File: src/rtl/wb_io_mux.sv
// ---------------------------------------------------------------------------
// wb_io_mux
//
// Wishbone-controlled pad multiplexer. Each of NPADS pads is driven either by
// the user core (core_io_out/core_io_oeb) or by a GPIO register pair (OUT/OEB),
// selected per bit by the SEL register. Pad inputs are synchronised, readable
// through the IN register, and fed to a per-bit edge detector whose sticky
// status (IRQ_STAT, write-1-to-clear) is masked by IRQ_EN onto a level irq.
//
// Register map (word index = wbs_adr_i[4:2], bits at or above NPADS read 0):
//   0 SEL       1 = core owns the pad
//   1 OUT       GPIO output value
//   2 OEB       GPIO output-enable-bar
//   3 IN        synchronised pad value (read-only)
//   4 IRQ_EN    interrupt enable mask
//   5 IRQ_STAT  edge status, write-1-to-clear
//   6 EDGE      0 = rising, 1 = falling edge detect
//   7 reserved, reads 0
//
// Ports:
//   wb_clk_i      in   1      sole clock, rising edge
//   wb_rst_ni     in   1      asynchronous active-low reset
//   wbs_cyc_i     in   1      Wishbone cycle
//   wbs_stb_i     in   1      Wishbone strobe
//   wbs_we_i      in   1      Wishbone write enable
//   wbs_sel_i     in   4      byte-lane enables
//   wbs_adr_i     in   32     address
//   wbs_dat_i     in   32     write data
//   wbs_ack_o     out  1      one-cycle acknowledge
//   wbs_dat_o     out  32     read data, valid only while ack is high
//   io_in         in   NPADS  pad inputs
//   io_out        out  NPADS  pad outputs
//   io_oeb        out  NPADS  pad output-enable-bar
//   core_io_in    out  NPADS  raw pad inputs towards the core
//   core_io_out   in   NPADS  core-driven pad outputs
//   core_io_oeb   in   NPADS  core-driven pad oeb
//   irq           out  1      level interrupt
// ---------------------------------------------------------------------------
module wb_io_mux #(
    parameter int          NPADS       = 16,
    parameter logic [31:0] ADR_BASE    = 32'h3000_0000,
    parameter int          SYNC_STAGES = 2
) (
    input  logic              wb_clk_i,
    input  logic              wb_rst_ni,
    input  logic              wbs_cyc_i,
    input  logic              wbs_stb_i,
    input  logic              wbs_we_i,
    input  logic [3:0]        wbs_sel_i,
    input  logic [31:0]       wbs_adr_i,
    input  logic [31:0]       wbs_dat_i,
    output logic              wbs_ack_o,
    output logic [31:0]       wbs_dat_o,
    input  logic [NPADS-1:0]  io_in,
    output logic [NPADS-1:0]  io_out,
    output logic [NPADS-1:0]  io_oeb,
    output logic [NPADS-1:0]  core_io_in,
    input  logic [NPADS-1:0]  core_io_out,
    input  logic [NPADS-1:0]  core_io_oeb,
    output logic              irq
);

    localparam logic [2:0] IDX_SEL  = 3'd0;
    localparam logic [2:0] IDX_OUT  = 3'd1;
    localparam logic [2:0] IDX_OEB  = 3'd2;
    localparam logic [2:0] IDX_IN   = 3'd3;
    localparam logic [2:0] IDX_EN   = 3'd4;
    localparam logic [2:0] IDX_STAT = 3'd5;
    localparam logic [2:0] IDX_EDGE = 3'd6;

    // Register state
    logic [NPADS-1:0] sel_q;
    logic [NPADS-1:0] out_q;
    logic [NPADS-1:0] oeb_q;
    logic [NPADS-1:0] en_q;
    logic [NPADS-1:0] stat_q;
    logic [NPADS-1:0] edge_q;

    logic [NPADS-1:0] sel_d;
    logic [NPADS-1:0] out_d;
    logic [NPADS-1:0] oeb_d;
    logic [NPADS-1:0] en_d;
    logic [NPADS-1:0] stat_d;
    logic [NPADS-1:0] edge_d;

    // Synchroniser: index 0 samples the pad, the top index is the stable value
    logic [SYNC_STAGES-1:0][NPADS-1:0] sync_q;
    logic [NPADS-1:0]                  prev_q;
    logic [NPADS-1:0]                  sync_last;
    logic [NPADS-1:0]                  edge_hit;

    // Bus decode
    logic        hit;
    logic        acc_go;
    logic        wr_go;
    logic        rd_go;
    logic [2:0]  reg_idx;
    logic [31:0] lane_mask;
    logic [NPADS-1:0] wr_mask;
    logic [NPADS-1:0] wr_data;
    logic [NPADS-1:0] w1c_bits;
    logic [31:0] rd_word;

    // Address bits [1:0] and lane bits above NPADS have no function here
    logic unused_ok;
    assign unused_ok = ^{wbs_adr_i[1:0], wbs_dat_i, lane_mask};

    assign hit     = wbs_cyc_i & wbs_stb_i & (wbs_adr_i[31:5] == ADR_BASE[31:5]);
    assign reg_idx = wbs_adr_i[4:2];

    // An access is accepted only while ack is low, which forces the idle
    // cycle between consecutive acknowledges.
    assign acc_go  = hit & ~wbs_ack_o;
    assign wr_go   = acc_go & wbs_we_i;
    assign rd_go   = acc_go & ~wbs_we_i;

    assign lane_mask = {{8{wbs_sel_i[3]}}, {8{wbs_sel_i[2]}},
                        {8{wbs_sel_i[1]}}, {8{wbs_sel_i[0]}}};
    assign wr_mask   = lane_mask[NPADS-1:0];
    assign wr_data   = wbs_dat_i[NPADS-1:0];
    assign w1c_bits  = wr_mask & wr_data;

    assign sync_last = sync_q[SYNC_STAGES-1];

    // Direction of interest is chosen per bit by EDGE; a change of EDGE alone
    // cannot fire because only a real prev/current difference is considered.
    assign edge_hit = (sync_last & ~prev_q & ~edge_q) |
                      (~sync_last & prev_q & edge_q);

    // Next-state for the writable registers. The hardware set of IRQ_STAT is
    // OR-ed in after the write-1-to-clear so a coincident event is not lost.
    always_comb begin
        sel_d  = sel_q;
        out_d  = out_q;
        oeb_d  = oeb_q;
        en_d   = en_q;
        edge_d = edge_q;
        stat_d = stat_q;
        if (wr_go) begin
            case (reg_idx)
                IDX_SEL:  sel_d  = (sel_q  & ~wr_mask) | (wr_data & wr_mask);
                IDX_OUT:  out_d  = (out_q  & ~wr_mask) | (wr_data & wr_mask);
                IDX_OEB:  oeb_d  = (oeb_q  & ~wr_mask) | (wr_data & wr_mask);
                IDX_EN:   en_d   = (en_q   & ~wr_mask) | (wr_data & wr_mask);
                IDX_EDGE: edge_d = (edge_q & ~wr_mask) | (wr_data & wr_mask);
                IDX_STAT: stat_d = stat_q & ~w1c_bits;
                default:  ;
            endcase
        end
        stat_d = stat_d | edge_hit;
    end

    // Read multiplexer, zero-extended to the bus width
    always_comb begin
        rd_word = '0;
        case (reg_idx)
            IDX_SEL:  rd_word[NPADS-1:0] = sel_q;
            IDX_OUT:  rd_word[NPADS-1:0] = out_q;
            IDX_OEB:  rd_word[NPADS-1:0] = oeb_q;
            IDX_IN:   rd_word[NPADS-1:0] = sync_last;
            IDX_EN:   rd_word[NPADS-1:0] = en_q;
            IDX_STAT: rd_word[NPADS-1:0] = stat_q;
            IDX_EDGE: rd_word[NPADS-1:0] = edge_q;
            default:  rd_word = '0;
        endcase
    end

    // Register file
    always_ff @(posedge wb_clk_i or negedge wb_rst_ni) begin
        if (!wb_rst_ni) begin
            sel_q  <= '0;
            out_q  <= '0;
            oeb_q  <= '1;
            en_q   <= '0;
            stat_q <= '0;
            edge_q <= '0;
        end else begin
            sel_q  <= sel_d;
            out_q  <= out_d;
            oeb_q  <= oeb_d;
            en_q   <= en_d;
            stat_q <= stat_d;
            edge_q <= edge_d;
        end
    end

    // Input synchroniser and history flop
    always_ff @(posedge wb_clk_i or negedge wb_rst_ni) begin
        if (!wb_rst_ni) begin
            sync_q <= '0;
            prev_q <= '0;
        end else begin
            sync_q <= {sync_q[SYNC_STAGES-2:0], io_in};
            prev_q <= sync_last;
        end
    end

    // Bus response: read data is only non-zero during the ack cycle
    always_ff @(posedge wb_clk_i or negedge wb_rst_ni) begin
        if (!wb_rst_ni) begin
            wbs_ack_o <= 1'b0;
            wbs_dat_o <= '0;
        end else begin
            wbs_ack_o <= acc_go;
            wbs_dat_o <= rd_go ? rd_word : 32'd0;
        end
    end

    assign io_out     = (sel_q & core_io_out) | (~sel_q & out_q);
    assign io_oeb     = (sel_q & core_io_oeb) | (~sel_q & oeb_q);
    assign core_io_in = io_in;
    assign irq        = |(stat_q & en_q);

endmodule

File: config.mk
export PLATFORM = sky130hd
export DESIGN_NAME = wb_io_mux
export DESIGN_NICKNAME = d
export VERILOG_FILES = /design/src/rtl/wb_io_mux.sv
export SDC_FILE = /design/constraint.sdc
export NUM_CORES = 1
export LEC_CHECK = 0
export CAP_MARGIN = 5
export CORE_AREA = 2 2 134 136
export DETAILED_ROUTE_END_ITERATION = 8
export DIE_AREA = 0 0 136 138
export PLACE_DENSITY = 0.76
export SLEW_MARGIN = 20
export SYNTH_ARGS = -nofsm -noshare
export SYNTH_HDL_FRONTEND = slang
export SYNTH_SLANG_ARGS = --single-unit
File: constraint.sdc
create_clock -name wb_clk_i -period 1.9 [get_ports wb_clk_i]
set_input_delay 0.38 -clock wb_clk_i [delete_from_list [all_inputs] [get_ports wb_clk_i]]
set_output_delay 0.38 -clock wb_clk_i [all_outputs]
set_load 0.005 [all_outputs]
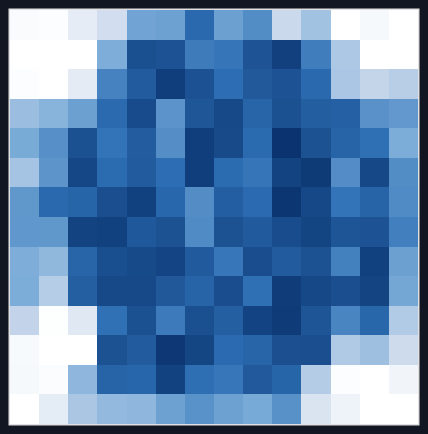
**Above:** placement density heat map.
(3 px per um) The die is cut into 14 by 14 equal tiles; white is low, dark blue is high, 0 to 100% covered.
nearly empty tiles = 9.7%
tiles over 75% full = 49%
fullest tile = 99%

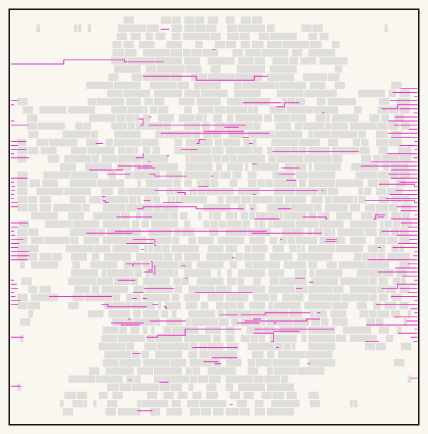
**Above:** met3 routing.
(3 px per um)
nets with wire on the layer = 160
wire length on this layer = 1,430 um
longest straight run = 54.3 um

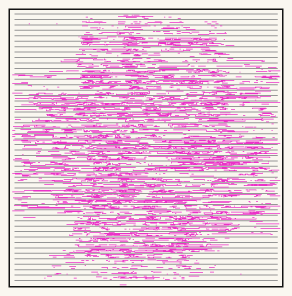
**Above:** met1 routing.
(2 px per um) Supply wires on this layer in grey.
nets with wire on the layer = 854
main direction = horizontal

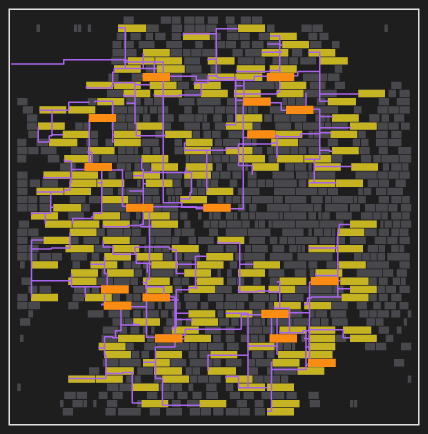
**Above:** clock network drawn from the DEF.
(3 px per um)
purple -> clock wires  # length 1,910 um
orange -> clock-net drivers  # count 17
yellow -> flip-flops  # count 161
routed clock nets = 18
flops lie = all over the die

==> impl_metrics.py <==
# Physical implementation metrics
metrics = {
    "worst_setup_path": {
        "ff2ff_setup_slack_ns": -0.19,
        "cp.depth": 5,
        "endpoint": "irq",
        "start_kind": "flop",
        "critPathKind": "flop to output port",
        "reg2reg_from": "wbs_ack_o$_DFF_PN0_",
        "crit_chain": "a22o_1 -> a221oi_2 -> buf_4 -> nand4_1 -> buf_2",
        "cpPeakStageDelay_ns": 0.41,
        "critPathMaxFanout": 2,
        "cp-end-kind": "output port",
        "crit_path_top_delay_cell": "dfrtp_1",
        "rr_worst_depth": 8,
        "critical_path_arrival_ns": 1.81,
        "path_buffers": 2,
        "crit_family": "AND-OR/OR-AND gates",
        "worst_ep_required_time_ns": 1.52,
    },
    "placement": {
        "io_buffers": 166,
        "post-place-ws_ns": -0.759,
        "dpl_cell_area_sq_um": 10200,
        "numPlacedInstances": 1003,
        "dpl.hpwl_um": 15200,
        "gp_congestion": 0.894,
    },
    "clock_tree": {
        "cts_buffers": 17,
        "clock_sinks": 161,
        "htreeDepth": 4,
        "max-clock-path-buffers": 2,
        "clkSlewWorstSetupHoldPaths_ns": 0.07,
        "clk_latency_ns": 0.43,
        "cts_tree": "built",
        "ctsHoldBuffers": 1,
        "cts-root-buf": "clkbuf_16",
        "post_cts.repair.setup_buffers": 48,
        "cts-resized-gates": 115,
    },
    "final_layout": {
        "seq_share_pct": 34.3,
        "clk_share_pct": 5.59,
        "final_util_pct": 67.4,
        "layout_top_cell": "dfrtp_1",
        "lay_top_cells": "dfrtp_1 (145), clkdlybuf4s50_1 (116), buf_4 (114)",
        "logic_gates": 355,
        "n_fill_cell": 1236,
        "flop_area_sq_um": 4050,
        "nClkBuffers": 19,
        "fin_cells": 1094,
        "inverters": 2,
        "drive_gt1_share_pct": 45.7,
        "n_all_buffers": 315,
        "fin_area_sq_um": 11800,
        "area_growth_pct": 57.9,
        "nets": 973,
        "comb_share_pct": 31.8,
        "logic_area_sq_um": 3760,
        "diodes": 0,
        "largest_cell_class": "registers",
        "flop-count": 161,
        "buffer_area_share_pct": 25.8,
    },
    "global_routing": {
        "track_usage_pct": 25.0,
        "antenna_found_initial": 0,
        "grt_pass1_wl_um": 35700,
        "use_met3_pct": 4.55,
        "gr-usage-met1_pct": 31.8,
        "grt.busiest_layer": "met2",
        "grt_pass1_vias": 6373,
        "overflow": 0,
        "grt_max_degree": 47,
        "met2_usage_pct": 41.8,
    },
    "floorplanning": {
        "fp_util_pct": 42.7,
        "die_h_um": 138,
        "n_tap_cell": 229,
        "chipWidth_um": 136,
        "core_area_sq_um": 17500,
        "io_pins": 203,
        "chipArea_sq_um": 18800,
        "fp-row-count": 49,
    },
    "synth": {
        "yosysSeqAreaShare_pct": 54.1,
        "ys_top_cells_by_count": "dfrtp_1 (145), mux2_2 (117), buf_4 (34)",
        "simple_gate_share_pct": 12.2,
        "ys_sh_xor_pct": 0,
        "synth.mux.area_fraction_pct": 21.9,
        "synth_cells": 555,
        "yosys_area_sq_um": 7480,
        "edf_count": 0,
        "ff_type": "dfrtp_1",
        "synthAoiAreaFrac_pct": 7.34,
        "synthArstFlopShare_pct": 100,
        "top_cells_by_area": "dfrtp_1 (48%), mux2_2 (18%), dfstp_2 (5.6%)",
        "ys.flops": 161,
        "ys_types": 43,
        "avgSynthCellArea_sq_um": 13.5,
        "synth.largest_area_cell": "dfrtp_1",
        "syn-cell-area_sq_um": 7480,
        "synth_adder_area_share_pct": 0,
        "synth_top_area_share_pct": 48.5,
        "logic_family": "multiplexers",
        "ys_cells": 555,
        "yosys_warnings": 0,
        "synthMostInstantiatedCell": "dfrtp_1",
    },
    "sta": {
        "setup_slack_ns": -0.287,
        "max_freq_mhz": 457,
        "post-route-period-util_pct": 115,
        "fin_worst_skew_ns": 0.00844,
        "slew_violations": 0,
        "setup_violations": 98,
        "hold_ws_ns": 0.347,
        "timing_hold_violations_final": 0,
        "rsz0062_at_grt": "yes",
        "period_needed_ns": 2.19,
    },
    "detailed_routing": {
        "first_pass_iters": 5,
        "wire_per_inst_um": 22.0,
        "met2WireLength_um": 12100,
        "top_layer_used": "met4",
        "drc_errors": 0,
        "drt_iter0_drc": 442,
        "routed_wl_um": 24000,
        "drt-met1-wl_um": 9650,
        "met3_length_um": 1430,
        "via_per_inst": 5.54,
        "ant_nets": 0,
        "num_vias": 6057,
    },
    "status": {
        "outcome": "finished, violations left",
        "violations": "negative setup slack",
    },
    "worst_hold_path": {
        "holdPathStages": 0,
        "hp-class": "flop to flop",
        "hp-start": "sync_q[12]$_DFF_PN0_",
        "min_to": "sync_last[12]$_DFF_PN0_",
    },
    "power_and_ir_drop": {
        "ir_drop_mv": 0.692,
        "leakage_nw": 5.29,
        "power_density_nw_per_um2": 677,
    },
    "job": {
        "tool_warnings": 49,
        "drv_cap": 0,
    },
}
[worst reg2reg max path: stages (launching register included)]
cell	delay, ns
dfrtp_1	0.39
nor4bb_2	0.26
nand4_1	0.15
buf_6	0.16
buf_12	0.13
buf_12	0.13
nor4_4	0.26
buf_12	0.19
mux2_4	0.32
[through the flow]
| stage | setup TNS (ns) | power (mW) |
|---|---|---|
| 2_1_floorplan | -13.56 | 3.77 |
| 3_3_place_gp | -66.57 | 4.19 |
| 3_5_place_dp | -71.79 | 4.21 |
| 4_1_cts | -11.72 | 8.00 |
| 5_1_grt | -16.72 | 8.21 |
| 6_report | -12.33 | 8.00 |
[power by group]
part	internal [mW]	leakage (nW)	switching [mW]
combinational	0.350	2.97	0.310
clock	2.40	0.323	1.42
sequential	3.48	2.00	0.0340
total	6.24	5.29	1.76
Power and IR drop assume default switching activity.
